<file path="config.mk">
export PLATFORM = sky130hd
export DESIGN_NAME = mem_compare_engine
export DESIGN_NICKNAME = d
export VERILOG_FILES = /design/src/rtl/mem_compare_engine.sv
export SDC_FILE = /design/constraint.sdc
export NUM_CORES = 1
export LEC_CHECK = 0
export ABC_AREA = 1
export CAP_MARGIN = 20
export CORE_ASPECT_RATIO = 0.75
export CORE_MARGIN = 2
export CORE_UTILIZATION = 36
export DETAILED_ROUTE_END_ITERATION = 6
export MAX_ROUTING_LAYER = met4
export PLACE_DENSITY = 0.62
export SLEW_MARGIN = 20
export SYNTH_ARGS = -nofsm -noshare
export SYNTH_HDL_FRONTEND = slang
export SYNTH_SLANG_ARGS = --single-unit
export TNS_END_PERCENT = 1
</file>
<file path="constraint.sdc">
create_clock -name clk -period 5.25 [get_ports clk]
set_input_delay 0.7875 -clock clk [delete_from_list [all_inputs] [get_ports clk]]
set_output_delay 0.7875 -clock clk [all_outputs]
set_load 0.01 [all_outputs]
</file>
<file path="src/rtl/mem_compare_engine.sv">
// Streams len words from NUM_CH result/golden memory pairs and counts mismatching words.
// Optional CMP_EARLY_ABORT_EN: stop issuing reads at the first mismatch, drain, then finish.
module mem_compare_engine #(
    parameter int NUM_CH = 2,
    parameter int DATA_W = 32,
    parameter int ADDR_W = 32,
    parameter int RD_LAT = 1,
    parameter int CNT_W  = 16
) (
    input  logic                     clk,
    input  logic                     rst,
    input  logic                     start,
    input  logic [ADDR_W-1:0]        len,
    output logic                     R_req,
    output logic [ADDR_W-1:0]        addr,
    input  logic [NUM_CH*DATA_W-1:0] dut_R_data,
    input  logic [NUM_CH*DATA_W-1:0] gold_R_data,
    output logic                     busy,
    output logic                     finish,
    output logic                     pass,
    output logic [CNT_W-1:0]         err_cnt,
    output logic [ADDR_W-1:0]        first_err_addr,
    output logic [2:0]               first_err_ch
);

    localparam logic [1:0] IDLE  = 2'd0;
    localparam logic [1:0] ISSUE = 2'd1;
    localparam logic [1:0] DRAIN = 2'd2;
    localparam logic [1:0] DONE  = 2'd3;

    logic [1:0]        state;
    logic [ADDR_W-1:0] len_q;
    logic              first_seen;
    logic [RD_LAT-1:0] vld_pipe;
    logic [ADDR_W-1:0] addr_pipe [RD_LAT];

    logic              cmp_vld;
    logic              any_mis;
    logic [3:0]        mis_cnt;
    logic [2:0]        low_ch;
    logic              inflight;
    logic              abort;
    logic [CNT_W+3:0]  sat_sum;
    logic [CNT_W-1:0]  err_nxt;

    always_comb begin
        mis_cnt = '0;
        low_ch  = '0;
        any_mis = 1'b0;
        for (int unsigned k = 0; k < NUM_CH; k++) begin
            if (dut_R_data[k*DATA_W +: DATA_W] != gold_R_data[k*DATA_W +: DATA_W]) begin
                if (!any_mis) low_ch = 3'(k);
                any_mis = 1'b1;
                mis_cnt = mis_cnt + 4'd1;
            end
        end
        cmp_vld = vld_pipe[RD_LAT-1];
        // Words in stages before the last are still outstanding; the last stage is compared this cycle.
        inflight = 1'b0;
        for (int unsigned i = 0; i < RD_LAT - 1; i++) inflight = inflight | vld_pipe[i];
        sat_sum = {4'b0, err_cnt} + {{CNT_W{1'b0}}, mis_cnt};
        if (!cmp_vld)
            err_nxt = err_cnt;
        else if (sat_sum[CNT_W+3:CNT_W] != 4'b0)
            err_nxt = '1;
        else
            err_nxt = sat_sum[CNT_W-1:0];
`ifdef CMP_EARLY_ABORT_EN
        abort = cmp_vld && any_mis;
`else
        abort = 1'b0;
`endif
    end

    always_ff @(posedge clk) begin
        if (rst) begin
            vld_pipe <= '0;
        end else begin
            vld_pipe[0] <= R_req;
            for (int unsigned i = 1; i < RD_LAT; i++) vld_pipe[i] <= vld_pipe[i-1];
        end
    end

    always_ff @(posedge clk) begin
        addr_pipe[0] <= addr;
        for (int unsigned i = 1; i < RD_LAT; i++) addr_pipe[i] <= addr_pipe[i-1];
    end

    always_ff @(posedge clk) begin
        if (rst) begin
            state          <= IDLE;
            len_q          <= '0;
            first_seen     <= 1'b0;
            R_req          <= 1'b0;
            addr           <= '0;
            busy           <= 1'b0;
            finish         <= 1'b0;
            pass           <= 1'b0;
            err_cnt        <= '0;
            first_err_addr <= '0;
            first_err_ch   <= '0;
        end else begin
            finish  <= 1'b0;
            err_cnt <= err_nxt;
            if (cmp_vld && any_mis && !first_seen) begin
                first_seen     <= 1'b1;
                first_err_addr <= addr_pipe[RD_LAT-1];
                first_err_ch   <= low_ch;
            end
            case (state)
                IDLE: begin
                    if (start) begin
                        len_q          <= len;
                        err_cnt        <= '0;
                        first_seen     <= 1'b0;
                        first_err_addr <= '0;
                        first_err_ch   <= '0;
                        pass           <= 1'b0;
                        busy           <= 1'b1;
                        if (len == '0) begin
                            state  <= DONE;
                            finish <= 1'b1;
                            pass   <= 1'b1;
                        end else begin
                            state <= ISSUE;
                            R_req <= 1'b1;
                            addr  <= '0;
                        end
                    end
                end
                ISSUE: begin
                    if (abort || addr == len_q - ADDR_W'(1)) begin
                        R_req <= 1'b0;
                        state <= DRAIN;
                    end else begin
                        addr <= addr + ADDR_W'(1);
                    end
                end
                DRAIN: begin
                    // pass uses the count including this cycle's final compare so it lines up with finish.
                    if (!inflight) begin
                        state  <= DONE;
                        finish <= 1'b1;
                        pass   <= (err_nxt == '0);
                    end
                end
                default: begin
                    state <= IDLE;
                    busy  <= 1'b0;
                end
            endcase
        end
    end

endmodule

</file>
==> ci_impl_report.md, run 1 <==
## PnR job results

| Metric | Value |
|---|---|
| Status | finished, final reports clean |
| DR DRC count | 0 |
| Clock period minus worst slack | 4.458 ns |
| MaxCap Viol Count | 0 |
| Floorplan utilization | between 30% and 40% |
| # Post-CTS Setup Buffers | 0 |
| Cells after synthesis | about 1400 |
| VDD IR max | 273.2 µV |
| Tool Warnings | 31 |
| Main area contributors | dfxtp_1 34%, nor2_1 11%, nand2_1 11% |
| Yosys stat cell total | 1350 |
| Synth async-reset ratio | 0% |
| Vias per cell | 4.838 |
| Pin count of the biggest net entering global routing | 52 |
| DR WL/cell | 15.17 µm |
| Utilization after layout | about half |
| Crit-path leading delay family | simple AND/OR/NAND/NOR gates |
| Hold path depth | 2 |
| Clk sinks | 155 |
| Area reported by Yosys stat | roughly 9000 µm² |
| CP max stage cell | nor3_1 |
| Commonest cells post-synth | 276 x nor2_1, 258 x nand2_1, 155 x dfxtp_1, 122 x inv_1, 79 x o21ai_0 |
| Registers, synthesis | about 160 |
| Die Y | 141.3 µm |
| Final TNS setup | 0 ns |
| CTS Buffer Depth | 2 |
| Top cells excl fill/tap | 275 x nor2_1, 258 x nand2_1, 248 x clkdlybuf4s50_1 |
| Initial antenna violation count | 0 |
| Routed Antenna Nets | 0 |
| Max Slew Vio Count | 0 |
| Worst path bufs/invs | 5 |
| Vias in the first global route | between 8000 and 9000 |
| Worst-path fanout max | 4 |
| Final Power | 3.562 mW |
| Root Buffer | clkbuf_16 |
| Filler cell count | 2482 |
| Late-Pin Clk Latency | 0.44 ns |
| Global placement routability congestion | 0.9485 |
| Pwr dens | 287.5 nW/µm² |
| GR Util All Layers | 22.65% |
| Post-place setup slack | between 0.3 and 0.4 ns |
| Crit-path most repeated cell | nand2_1 |
| PortBufs | 249 |
| Crit path cell chain | clkdlybuf4s50_1 > or2_2 > a211oi_1 > nand4_1 > nor3_1 > inv_1 > ha_1 > inv_1 > ha_1 > inv_1 > fa_1 > inv_1 > nand2_1 > nor3_1 > nand2_1 > nor2_1 > nand2_1 > nand2_1 > nand2_1 > nor2_1 > nand3_1 > nor2_1 > nand3_1 > a21oi_1 |
| Hold Vio Cnt, Final | 0 |
| PostCTS Resize Cnt | 0 |
-- run 1: cell families after synthesis --
logic type	count (synthesis)	share of synthesized area [%]
xor gates and xnor gates	110	10.65
AOI/OAI and AO/OA	161	10.09
adders and majority gates	12	1.743
and+or+nand+nor	739	35.61
buffers and inverters	173	7.595
DFF	155	34.31
-- run 1: flip-flops by register name (all words and copies together) (netlist names), 2 cells and up --
signal / count
addr: 32
err_cnt: 16
first_err_addr: 32
addr_pipe: 32
len_q: 32
first_err_ch: 3
state: 2
-- run 1: path summary, 6_finish.rpt --
| check | startpoint | endpoint | slack, ns |
|---|---|---|---|
| max reg2reg | len_q[0] | addr[13] | 2.11 |
| min reg2reg | first_err_ch[2] | first_err_ch[2] | 0.44 |
| max | gold_R_data[37] | pass | 0.79 |
| min | first_err_ch[2] | first_err_ch[2] | 0.44 |
-- run 1: layer usage --
layer	vias up	wire length, µm	track usage [%]
li1	4766	-	-
met1	4227	14220	31.33
met2	306	12700	33.93
met3	28	1915	4.576
met4	0	412	5.388
met5	-	0	-
-- run 1: cell type report --
| cell class | instances | area, µm² | share of cell area [%] |
|---|---|---|---|
| repair buffers | 256 | 2540 | 20.50 |
| well taps | 338 | 422.9 | 3.413 |
| flip-flops and latches | 155 | 3103 | 25.05 |
| multi-input cells | 1022 | 5268 | 42.52 |
| clock inverters | 14 | 157.7 | 1.272 |
| clock buffers | 18 | 429.2 | 3.464 |
| inverters | 125 | 469.2 | 3.787 |
-- run 1: report_power, final --
| group | total (mW) | leakage, nW | internal (mW) | switching (mW) |
|---|---|---|---|---|
| Clock | 1.25 | 0.290 | 0.711 | 0.534 |
| Sequential | 1.33 | 1.26 | 1.25 | 0.0797 |
| Combinational | 0.985 | 3.43 | 0.403 | 0.582 |
| Total | 3.56 | 4.98 | 2.37 | 1.20 |
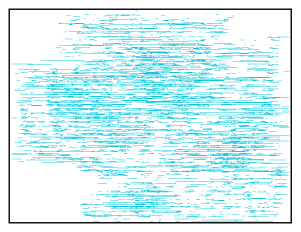
run_1/m1.png
Scale: 1.5 px per µm.
main direction = horizontal
nets with wire on the layer = 1605
share of all routed wire = 49%
longest straight run = 67.2 µm
wire length on this layer = 14200 µm
total wire length: 29240 µm
GR Util met1: 31.33%

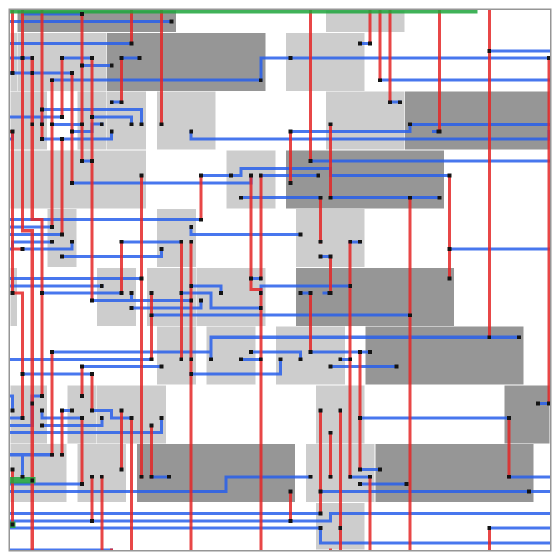
run_1/closeup.png
Region (128, 93) to (153, 118) µm. Cells in gray, sequential cells in the stronger gray; small squares are vias.
M3 -> green
M1 -> blue
M2 -> red
most frequent = dfxtp_1 (7), nand2_2 (6)
netlist names of flops here include = addr (6), addr_pipe (1)
cells with their middle in the window = 33
sequential cells in the window = 7

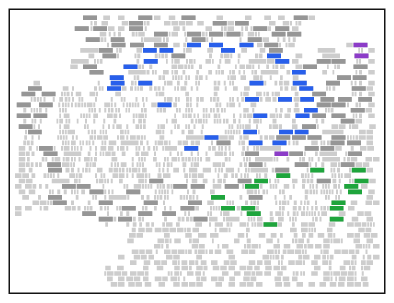
run_1/ff_map.png
Scale: 2 px per µm. Other sequential cells in the stronger gray, the rest of the logic in the fainter gray.
addr -> blue  # sequential cells 32
err_cnt -> green  # sequential cells 16
first_err_ch -> purple  # sequential cells 3
not colored = 104
storage element area: 3103 µm²
flop share of the area: 25.05%

==> run 1 -> run 2 <==
Clock period 5.25 ns to 4.25 ns, I/O delays scaled along.
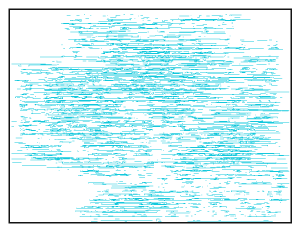
run_2/m1.png
Scale: 1.5 px per µm.
main direction = horizontal
nets with wire on the layer = 1633
longest straight run = 64.9 µm
share of all routed wire = 48%
wire length on this layer = 14300 µm

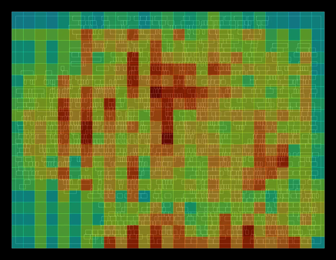
run_2/congestion_map.png
busiest grt layer: met2
met3 usage: 4.897%
DR WL/cell: 15.27 µm
utilization after layout: 50.80%

==> ci_impl_report.md, run 2 <==
## PnR job results

| Metric | Value |
|---|---|
| GR Util All Layers | 23.36% (was 22.65%) |
| Pin count of the biggest net entering global routing | 52 (unchanged) |
| Hold Path Sink | first_err_ch[1] (was first_err_ch[2]) |
| Initial antenna violation count | 0 (unchanged) |
| Vias per cell | 4.822 (was 4.838) |
| Crit path launch | gold_R_data[1] (was gold_R_data[37]) |
| Pwr dens | 350.8 nW/µm² (was 287.5 nW/µm²) |
| Top cells excl fill/tap | 274 x nor2_1, 256 x nand2_1, 247 x clkdlybuf4s50_1 (was 275 x nor2_1, 258 x nand2_1, 248 x clkdlybuf4s50_1) |
| Final Power | 4.426 mW (was 3.562 mW) |
| Met3 wire len | 1947 µm (was 1915 µm) |
| Hold path start | first_err_ch[1] (was first_err_ch[2]) |
| Met2 GRT Util | 34.77% (was 33.93%) |
| Die Y | 141.3 µm (unchanged) |
| Routed wl met2 | 13010 µm (was 12700 µm) |
| Switching Share | 33.74% (was 33.56%) |
| Main area contributors | dfxtp_1 34%, nor2_1 11%, nand2_1 11% (unchanged) |
| Met1 WL | 14330 µm (was 14220 µm) |
| Worst-path fanout max | 3 (was 4) |
| P_sw | 1.493 mW (was 1.196 mW) |
| Global placement routability congestion | 0.9528 (was 0.9485) |
| Root Buffer | clkbuf_16 (unchanged) |
| Top Layer Used | met4 (unchanged) |
| Hold path depth | 2 (unchanged) |
| GR Util met1 | 31.97% (was 31.33%) |
| Commonest cells post-synth | 276 x nor2_1, 258 x nand2_1, 155 x dfxtp_1, 122 x inv_1, 79 x o21ai_0 (unchanged) |
| Synth async-reset ratio | 0% (unchanged) |
| Clock period minus worst slack | 4.011 ns |
| Vias in the first global route | 8702 (was 8552) |
| Comb pwr share | 27.7% (about the same) |
| Clk sinks | 155 (unchanged) |
| Floorplan utilization | 36.41% (unchanged) |
| Status | finished, final reports clean (unchanged) |
| Reg power frac | 37.2% (was 37.4%) |
| Total wire length | 29770 µm (was 29240 µm) |
| Worst Setup EP | pass (unchanged) |
| DR DRC count | 0 (unchanged) |
| Max Slew Vio Count | 0 (unchanged) |
| VDD IR max | 278.6 µV (was 273.2 µV) |
| R2r startpoint | len_q[0] (unchanged) |
| Registers, synthesis | 155 (unchanged) |
| Grt total ovfl | 0 (unchanged) |
| Yosys stat cell total | 1350 (unchanged) |
| Worst flop-to-flop path endpoint | addr[24] (was addr[13]) |
| Clock share of power | 35.0% (about the same) |
| Register-to-register setup slack | 1.12 ns (was 2.11 ns) |
| Hold Vio Cnt, Final | 0 (unchanged) |
==> run 2: worst max-delay path: stages <==
cell	delay (ns)
clkdlybuf4s50_1	0.42
xor2_1	0.16
nor3b_1	0.17
nand2_1	0.07
or4_1	0.41
nor3_1	0.15
buf_4	0.16
ha_1	0.22
inv_1	0.06
ha_2	0.17
inv_1	0.05
fa_2	0.33
inv_2	0.07
nand2_1	0.06
nor3_2	0.22
nand2_2	0.14
nor2_4	0.16
nand2_2	0.06
nand2_1	0.06
nand2_1	0.06
nor2_1	0.10
nand3_1	0.09
nor2_1	0.13
nand3_1	0.10
a21oi_1	0.15
==> run 2: what timing repair did <==
action                                  4_1_cts  5_1_grt
gates resized                                 0       17
endpoints found under the setup margin        0        4
buffers inserted                              0        4
==> run 2: power by group through the flow <==
stage	Clock, mW	Sequential [mW]	Combinational (mW)
after floorplan	0	1.66	0.791
after global placement	0	1.68	1.21
after detailed placement	0	1.68	1.22
after CTS	1.58	1.65	1.23
after global routing	1.64	1.66	1.38
final	1.55	1.65	1.23
==> run 2: layout make-up <==
| type | count | area, µm² | area share, % |
|---|---|---|---|
| clock inverter | 13 | 155.1 | 1.230 |
| timing repair buffer | 277 | 2700 | 21.40 |
| multi-input combinational | 1022 | 5334 | 42.27 |
| sequential | 155 | 3103 | 24.59 |
| clock buffer | 19 | 432.9 | 3.431 |
| tap | 338 | 422.9 | 3.352 |
| inverter | 125 | 469.2 | 3.719 |
==> run 2: kinds of logic (layout without fill, tap and decap cells) <==
kind of cell               count (synthesis)  in the layout  share of synthesized area, %
adders and majority gates                 12             12                         1.743
and+or+nand+nor                          739            739                         35.61
buffers and inverters                    173            434                         7.595
AOI/OAI and AO/OA                        161            161                         10.09
xor gates and xnor gates                 110            110                         10.65
DFF                                      155            155                         34.31
==> run 2 -> run 3 <==
Settings changed: REMOVE_ABC_BUFFERS from default to 1.
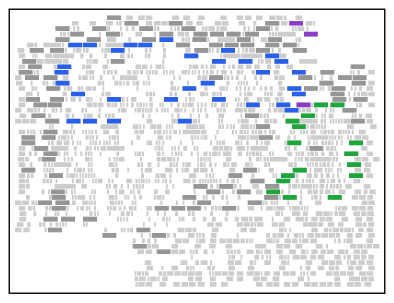
run_3/ff_map.png
Scale: 2 px per µm. Other sequential cells in the stronger gray, the rest of the logic in the fainter gray.
flop share of the area: 24.70%
Seq group: 1.65 mW
utilization after layout: 50.58%

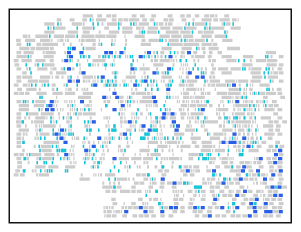
run_3/gates.png
Scale: 1.5 px per µm.
xor and xnor cells -> blue  # cells 110, where all over the die
nor cells -> cyan  # cells 334, where all over the die
Comb/total area: 42.26%
Cell Count, Final, Fillers Out: 1941
most instantiated logic cell after routing: nor2_1

==> ci_impl_report.md, run 3 <==
## PnR job results

| Metric | Value |
|---|---|
| Crit-path most repeated cell | inv_1 (was nand2_1) |
| Filler cell count | 2457 (was 2494) |
| Max Slew Vio Count | 0 (unchanged) |
| DR DRC count | 0 (unchanged) |
| GR Util All Layers | 23.20% (was 23.36%) |
| Final Power | 4.493 mW (was 4.426 mW) |
| Floorplan utilization | 36.41% (unchanged) |
| Yosys stat cell total | 1350 (unchanged) |
| Die Y | 141.3 µm (unchanged) |
| CTS Buffer Depth | 2 (unchanged) |
| Mux cell area share | 0% (unchanged) |
| Area reported by Yosys stat | 9044 µm² (unchanged) |
| Synth async-reset ratio | 0% (unchanged) |
| Top logic family | simple AND/OR/NAND/NOR gates (unchanged) |
| VDD IR max | 264.7 µV (was 278.6 µV) |
| Status | finished, final reports clean (unchanged) |
| Initial antenna violation count | 0 (unchanged) |
| Pwr dens | 357.7 nW/µm² (was 350.8 nW/µm²) |
| Top cells excl fill/tap | 274 x nor2_1, 257 x nand2_1, 248 x clkdlybuf4s50_1 (was 274 x nor2_1, 256 x nand2_1, 247 x clkdlybuf4s50_1) |
| Slowest stage delay, CP | 0.49 ns (was 0.42 ns) |
[run 3: power by group]
part	internal [mW]	switching, mW
logic	0.503	0.732
registers	1.55	0.100
clock network	0.994	0.616
[run 3: cell type report]
cell class / count / share of cell area (%)
Tap cell: 338 / 3.366
Clock buffer: 20 / 3.555
Multi-Input combinational cell: 1022 / 42.26
Sequential cell: 155 / 24.70
Clock inverter: 11 / 1.335
Timing Repair Buffer: 270 / 21.05
Inverter: 125 / 3.735
[run 3: repair_timing]
action	in CTS	in global routing
setup endpoints to repair	0	3
gates resized	0	8
setup buffers	0	1
[run 3: tightest hold or removal path, stage by stage, from the launching register on]
cell     delay (ns)
dfxtp_1        0.31
nand2_1        0.06
nor2_1         0.03
[run 3: path summary, 6_finish.rpt]
path                   start  slack [ns]               to
max          gold_R_data[44]        0.31             pass
min          first_err_ch[2]        0.44  first_err_ch[2]
max reg2reg         len_q[0]        1.23         addr[28]
min reg2reg  first_err_ch[2]        0.44  first_err_ch[2]
[run 3: per-stage QoR]
stage	area [µm²]	TNS [ns]	std cells	setup WS, ns	hold WS [ns]
global route	12560	-0.002799	1941	-0.002799	0.4695
global placement	11900	-0.1232	1909	-0.1232	0.4276
CTS	12510	0	1940	0.2315	0.4387
finish	12560	0	1941	0.3138	0.4374
floorplan	8826	0	1302	0.1891	0.4307
detailed placement	11900	-0.1766	1909	-0.1766	0.4304
[run 3: layer usage]
metal	GRT usage, %	routed length [µm]	vias up
li1	-	-	4784
met1	30.38	14240	4218
met2	37.25	13170	277
met3	4.502	1589	32
met4	5.221	393	0
met5	-	0	-
Power and IR drop assume default switching activity.
